==> images/closeup.png <==
The bar under the picture is 5 um long. Window x 88 to 108, y 88 to 108 um. Cells in gray, sequential cells in the stronger gray; small squares are vias.
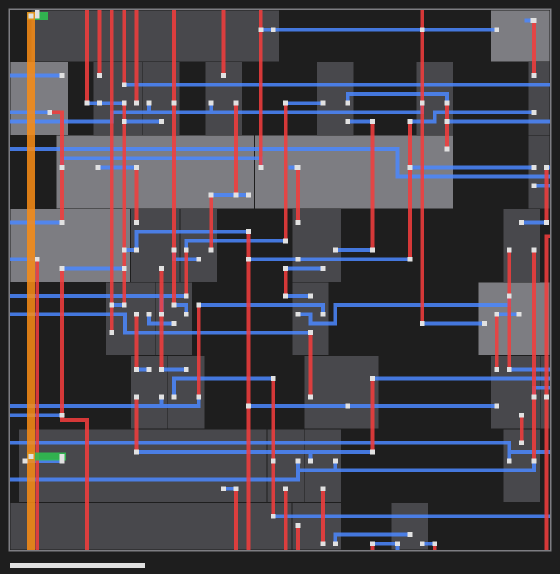
==> images/congestion_map.png <==
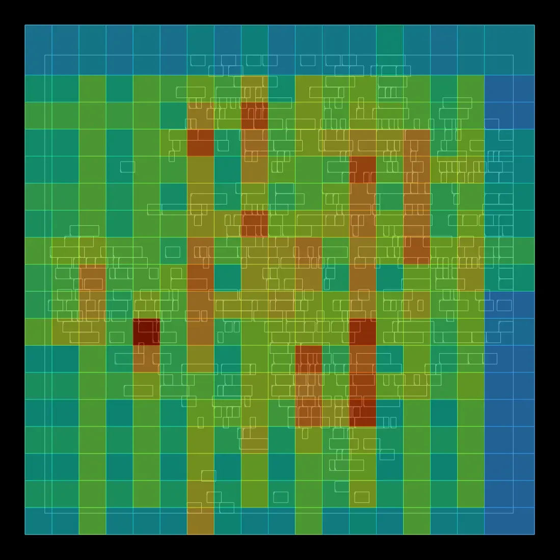
==> images/layers.png <==
The bar under the picture is 50 um long. Two of the layers only.
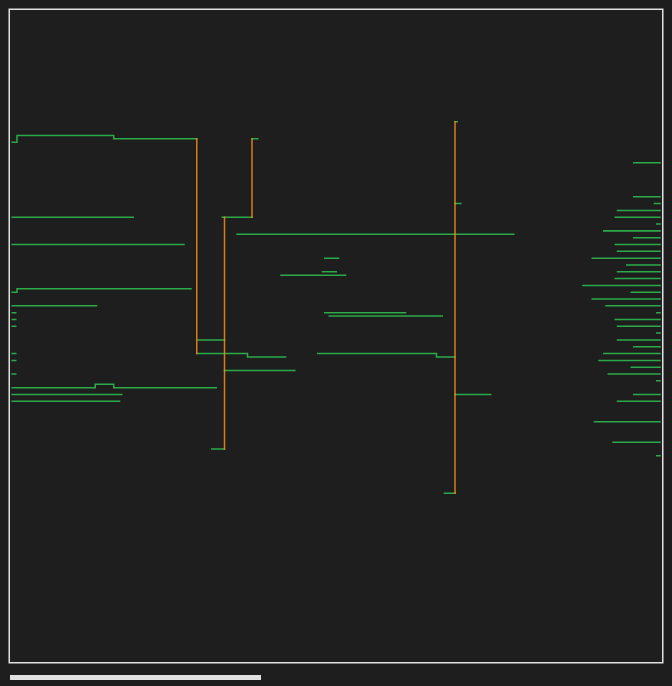
==> images/route_heat.png <==
The die is cut into 26 by 26 equal tiles; white is low, dark blue is high, scaled to the fullest tile. Values are wire area over tile area, all layers added.
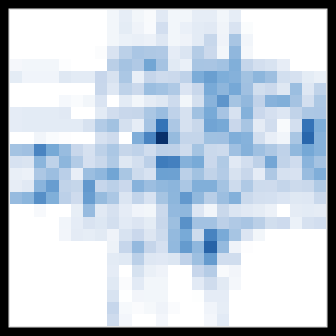
==> images/m1.png <==
The bar under the picture is 50 um long. Cells faint in the background.
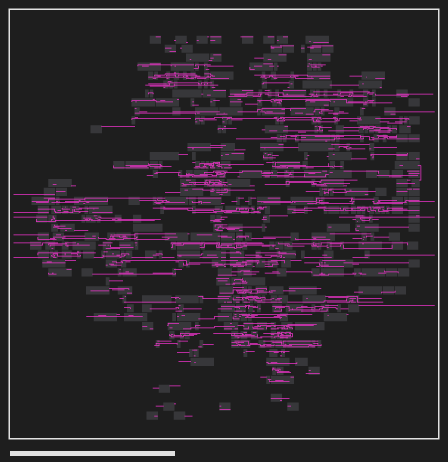
## config.mk

```make
export PLATFORM = sky130hd
export DESIGN_NAME = s_block_writer_flat
export DESIGN_NICKNAME = d
export VERILOG_FILES = /design/src/rtl/s_block_writer_if.sv /design/src/rtl/s_block_writer.sv /design/src/flat_wrapper.sv
export SDC_FILE = /design/constraint.sdc
export NUM_CORES = 1
export LEC_CHECK = 0
export ABC_AREA = 0
export CAP_MARGIN = 0
export CORE_MARGIN = 5
export CORE_UTILIZATION = 23
export DETAILED_ROUTE_END_ITERATION = 8
export GPL_ROUTABILITY_DRIVEN = 0
export PLACE_DENSITY = 0.54
export SYNTH_ARGS = -nofsm -noshare
export SYNTH_HDL_FRONTEND = slang
export SYNTH_SLANG_ARGS = --single-unit
```

## constraint.sdc

```tcl
create_clock -name CLOCK_50_I -period 3.5 [get_ports CLOCK_50_I]
set_input_delay 0.35 -clock CLOCK_50_I [delete_from_list [all_inputs] [get_ports CLOCK_50_I]]
set_output_delay 0.35 -clock CLOCK_50_I [all_outputs]
set_load 0.1 [all_outputs]
```

## src/rtl/s_block_writer_if.sv

```systemverilog
// Handshake and memory bus between the block controller, the S DPRAM and the SRAM image writer.
// The slave modport is the writer's view; the master modport is the controller/memory side.
interface s_block_writer_if;
    logic        WB_start;
    logic        WB_done;
    logic [4:0]  block_row;
    logic [5:0]  block_col;
    logic [6:0]  S_read_address;
    logic [31:0] S_read_data;
    logic [17:0] SRAM_address;
    logic [15:0] SRAM_write_data;
    logic        SRAM_we_n;

    modport master (
        output WB_start, block_row, block_col, S_read_data,
        input  WB_done, S_read_address, SRAM_address, SRAM_write_data, SRAM_we_n
    );

    modport slave (
        input  WB_start, block_row, block_col, S_read_data,
        output WB_done, S_read_address, SRAM_address, SRAM_write_data, SRAM_we_n
    );
endinterface

```

## src/rtl/s_block_writer.sv

```systemverilog
// Reads an 8x8 block of S values, descales/clips each to a pixel and writes packed pixel pairs to SRAM.
// Start to done pulse is 67 cycles; no backpressure, one SRAM write every other cycle from cycle 4.
module s_block_writer #(
    parameter logic [6:0]  S_BASE      = 7'd0,
    parameter logic [17:0] BASE_ADDR   = 18'd0,
    parameter int          WIDTH_WORDS = 160,
    parameter int          SHIFT       = 16
) (
    input  logic             CLOCK_50_I,
    input  logic             Resetn,
    s_block_writer_if.slave  bus
);

    localparam logic [17:0] L_WIDTH = 18'(WIDTH_WORDS);

    typedef enum logic [1:0] {
        S_IDLE,
        S_RUN,
        S_LEAD_OUT,
        S_DONE
    } state_t;

    state_t       r_state;
    state_t       w_next;

    logic [4:0]   r_blk_row;
    logic [5:0]   r_blk_col;
    logic [5:0]   r_rd_cnt;
    logic [6:0]   r_rd_addr;
    logic         r_data_vld;
    logic [5:0]   r_pix_cnt;
    logic [7:0]   r_even;
    logic [17:0]  r_wr_addr;
    logic [15:0]  r_wr_data;
    logic         r_we_n;
    logic         r_done;

    logic         w_start;
    logic signed [31:0] w_v;
    logic [7:0]   w_pix;
    logic [17:0]  w_row;
    logic [17:0]  w_wr_addr;

    assign w_start = (r_state == S_IDLE) && bus.WB_start;

    always_ff @(posedge CLOCK_50_I) begin
        if (Resetn) begin
            r_state <= S_IDLE;
        end else begin
            r_state <= w_next;
        end
    end

    always_comb begin
        w_next = r_state;
        case (r_state)
            S_IDLE:     if (bus.WB_start) w_next = S_RUN;
            S_RUN:      if (r_rd_cnt == 6'd63) w_next = S_LEAD_OUT;
            S_LEAD_OUT: w_next = S_DONE;
            S_DONE:     w_next = S_IDLE;
            default:    w_next = S_IDLE;
        endcase
    end

    assign w_v = $signed(bus.S_read_data) >>> SHIFT;

    always_comb begin
        w_pix = w_v[7:0];
        if (w_v < 32'sd0) begin
            w_pix = 8'd0;
        end else if (w_v > 32'sd255) begin
            w_pix = 8'hFF;
        end
    end

    // pixel counter bits [5:3] are the block row, [2:1] the word within that row
    assign w_row     = {10'd0, r_blk_row, 3'b000} + {15'd0, r_pix_cnt[5:3]};
    assign w_wr_addr = BASE_ADDR + w_row * L_WIDTH
                     + {10'd0, r_blk_col, 2'b00} + {16'd0, r_pix_cnt[2:1]};

    always_ff @(posedge CLOCK_50_I) begin
        if (Resetn) begin
            r_blk_row  <= '0;
            r_blk_col  <= '0;
            r_rd_cnt   <= '0;
            r_rd_addr  <= S_BASE;
            r_data_vld <= 1'b0;
            r_pix_cnt  <= '0;
            r_even     <= '0;
            r_wr_addr  <= '0;
            r_wr_data  <= '0;
            r_we_n     <= 1'b1;
            r_done     <= 1'b0;
        end else begin
            r_done     <= (r_state == S_DONE);
            r_data_vld <= (r_state == S_RUN);
            r_we_n     <= 1'b1;

            if (w_start) begin
                r_blk_row <= bus.block_row;
                r_blk_col <= bus.block_col;
                r_rd_cnt  <= '0;
                r_rd_addr <= S_BASE;
                r_pix_cnt <= '0;
            end else if (r_state == S_RUN && r_rd_cnt != 6'd63) begin
                r_rd_cnt  <= r_rd_cnt + 6'd1;
                r_rd_addr <= S_BASE + {1'b0, r_rd_cnt} + 7'd1;
            end

            // DPRAM data lags its address by one cycle, tracked by r_data_vld
            if (r_data_vld) begin
                r_pix_cnt <= r_pix_cnt + 6'd1;
                if (!r_pix_cnt[0]) begin
                    r_even <= w_pix;
                end else begin
                    r_wr_addr <= w_wr_addr;
                    r_wr_data <= {r_even, w_pix};
                    r_we_n    <= 1'b0;
                end
            end
        end
    end

    assign bus.WB_done         = r_done;
    assign bus.S_read_address  = r_rd_addr;
    assign bus.SRAM_address    = r_wr_addr;
    assign bus.SRAM_write_data = r_wr_data;
    assign bus.SRAM_we_n       = r_we_n;

endmodule

```

## src/flat_wrapper.sv

```systemverilog
// flat-port wrapper written by rule: the top's interface ports become plain ports
module s_block_writer_flat 
#(
    parameter logic [6:0]  S_BASE      = 7'd0,
    parameter logic [17:0] BASE_ADDR   = 18'd0,
    parameter int          WIDTH_WORDS = 160,
    parameter int          SHIFT       = 16
)
  (CLOCK_50_I, Resetn, bus_WB_start, bus_block_row, bus_block_col, bus_S_read_data, bus_WB_done, bus_S_read_address, bus_SRAM_address, bus_SRAM_write_data, bus_SRAM_we_n);
  s_block_writer_if bus_i ();
  input  logic CLOCK_50_I;
  input  logic Resetn;
  input wire logic [$bits(bus_i.WB_start)-1:0] bus_WB_start;
  input wire logic [$bits(bus_i.block_row)-1:0] bus_block_row;
  input wire logic [$bits(bus_i.block_col)-1:0] bus_block_col;
  input wire logic [$bits(bus_i.S_read_data)-1:0] bus_S_read_data;
  output wire logic [$bits(bus_i.WB_done)-1:0] bus_WB_done;
  output wire logic [$bits(bus_i.S_read_address)-1:0] bus_S_read_address;
  output wire logic [$bits(bus_i.SRAM_address)-1:0] bus_SRAM_address;
  output wire logic [$bits(bus_i.SRAM_write_data)-1:0] bus_SRAM_write_data;
  output wire logic [$bits(bus_i.SRAM_we_n)-1:0] bus_SRAM_we_n;
  assign bus_i.WB_start = bus_WB_start;
  assign bus_i.block_row = bus_block_row;
  assign bus_i.block_col = bus_block_col;
  assign bus_i.S_read_data = bus_S_read_data;
  assign bus_WB_done = bus_i.WB_done;
  assign bus_S_read_address = bus_i.S_read_address;
  assign bus_SRAM_address = bus_i.SRAM_address;
  assign bus_SRAM_write_data = bus_i.SRAM_write_data;
  assign bus_SRAM_we_n = bus_i.SRAM_we_n;
  s_block_writer #(.S_BASE(S_BASE), .BASE_ADDR(BASE_ADDR), .WIDTH_WORDS(WIDTH_WORDS), .SHIFT(SHIFT)) u_core (.CLOCK_50_I(CLOCK_50_I), .Resetn(Resetn), .bus(bus_i));
endmodule
```

==> flow_summary.yaml <==
# yosys + openroad results
outcome:
  status: "complete, no violations"
cells_and_area:
  final_nets: 533
synthesis:
  synth_area_per_cell_um2: 8.292
  top_cell_area_share: 0.4225
  synth-main-ff-cell: "dfxtp_1"
  ys_chip_area_um2: 3317
  edf_count: 0
  most_common_cell: "nand2_1"
  synth_area_leader_cell: "dfxtp_1"
floorplan:
  die_w_um: 130.1
  num_rows: 43
clocking:
  tritoncts: "yes"
  clk_pin_slew_ps: 60
sta:
  drv_slew: 0
  setup_viol: 0
critical_path:
  cp-start-kind: "flip-flop"
  endpoint_kind: "flip-flop"
  crit_required_ps: 3720
  path_buffers: 0
detailed_routing:
  wirelength_um: 8298
  routed_via_density: 4.460
  route.detailed.wl_per_inst_um: 12.81
run:
  maxCapViolCount: 0
Notes on closeup.png above:
[green] M3
[orange] M4
[red] M2
[blue] M1
cells with their middle in the window: 27
netlist names of flops here include: `u_core.r_even` (3)
most frequent: nand2_1 (14), a21oi_1 (6), dfxtp_1 (3)
sequential cells in the window: 3

Notes on congestion_map.png above:
GR Util All Layers: 0.1003
met2 Usage GRT: 0.1539
Final Util: 0.3208
grt met3 use: 0.03316
GRT Max-Usage Layer: met2

Notes on layers.png above:
[green] M3 | wire length: 694 um
[orange] M4 | wire length: 179 um

Notes on route_heat.png above:
nearly empty tiles: 33%
fullest tile: 0.47
tiles over half the peak: 4.7%
densest ninth of the die: center
emptiest ninth of the die: south-west
mean over tiles: 0.080

Notes on m1.png above:
main direction: horizontal
longest straight run: 29.0 um
wire length on this layer: 3850 um
nets with wire on the layer: 459
share of all routed wire: 46%

==> cell usage in the layout, fill, tap and decap left out, types with 2 or more instances in the layout <==
cell type and n:
nand2_1 95, clkdlybuf4s50_1 70, dfxtp_1 70, a21oi_1 57
nor2_1 26, ha_1 22, inv_1 16, clkbuf_16 9
a211oi_1 6, nand2b_1 6, xor2_1 6, nor2b_1 5
nand4_1 4, xnor2_1 4, nor3_1 4, and2_1 3
nand3_1 3, a311oi_1 3, o21ai_0 3, clkinvlp_4 3
buf_4 3, a41oi_1 2, and4_1 2, mux2i_1 2
nor3b_1 2, a21o_1 2, o21ai_1 2, a211o_1 2
nand3b_1 2, fa_1 2, inv_6 2
==> per-stage QoR <==
| stage | instance area, um^2 | util | hold WS [ps] | power, mW | setup WS (ps) |
|---|---|---|---|---|---|
| 2_1_floorplan | 3317 | - | 432.2 | 1.432 | 1011 |
| 3_3_place_gp | 4180 | 0.2988 | 436.6 | 1.578 | 781.5 |
| 3_5_place_dp | 4180 | 0.2988 | 446.8 | 1.599 | 736.0 |
| 4_1_cts | 4487 | 0.3208 | 455.1 | 2.546 | 718.3 |
| 5_1_grt | 4487 | 0.3208 | 470.0 | 2.659 | 535.8 |
| 6_report | 4487 | 0.3208 | 448.8 | 2.504 | 718.6 |
==> tightest hold or removal path, delay by kind of cell, from the launching register on <==
family / cells / cell delay, ps
DFF: 1 / 310
and+or+nand+nor: 1 / 50
AOI/OAI and AO/OA: 1 / 50
==> report_power, final <==
part / internal [mW] / switching, mW / total, mW / leakage (nW)
Clock: 0.561 / 0.369 / 0.930 / 0.141
Sequential: 0.868 / 0.0671 / 0.935 / 0.567
Combinational: 0.228 / 0.411 / 0.639 / 0.940
Total: 1.66 / 0.847 / 2.50 / 1.65
==> flip-flops by register name, summed over array words and instances, names as in the netlist, 2 cells and up <==
| register | cells |
|---|---|
| u_core.r_even | 8 |
| u_core.bus.SRAM_address | 17 |
| u_core.r_blk_row | 5 |
| u_core.r_state | 2 |
| u_core.r_pix_cnt | 6 |
| u_core.r_blk_col | 6 |
| u_core.bus.SRAM_write_data | 16 |
| u_core.bus.S_read_address | 7 |
==> final timing paths <==
check,startpoint,end,slack (ps),cells after the start
worst min-delay path,u_core.r_blk_col[1],u_core.bus.SRAM_address[3],450,2
worst max-delay path,u_core.r_pix_cnt[4],u_core.bus.SRAM_address[14],720,8
worst min register to register,u_core.r_blk_col[1],u_core.bus.SRAM_address[3],450,2
worst max register to register,u_core.r_pix_cnt[4],u_core.bus.SRAM_address[14],720,8
==> routing by layer <==
layer / GRT usage / vias up / wire length, um
met5: 0 / - / 0
met3: 0.03316 / 13 / 693
met2: 0.1539 / 74 / 3571
li1: - / 1491 / -
met1: 0.1253 / 1312 / 3854
met4: 0.05196 / 0 / 178
==> layout make-up <==
cell class / instances / area, um^2 / share of cell area
clock buffer: 9 / 225.2 / 0.05020
clock inverter: 7 / 81.33 / 0.01813
inverter: 16 / 60.06 / 0.01339
multi-input combinational: 292 / 1765 / 0.3935
sequential: 70 / 1401 / 0.3123
tap: 180 / 225.2 / 0.05020
timing repair buffer: 74 / 728.2 / 0.1623
Power figures rest on the tool's default switching activity, not on a simulated workload.
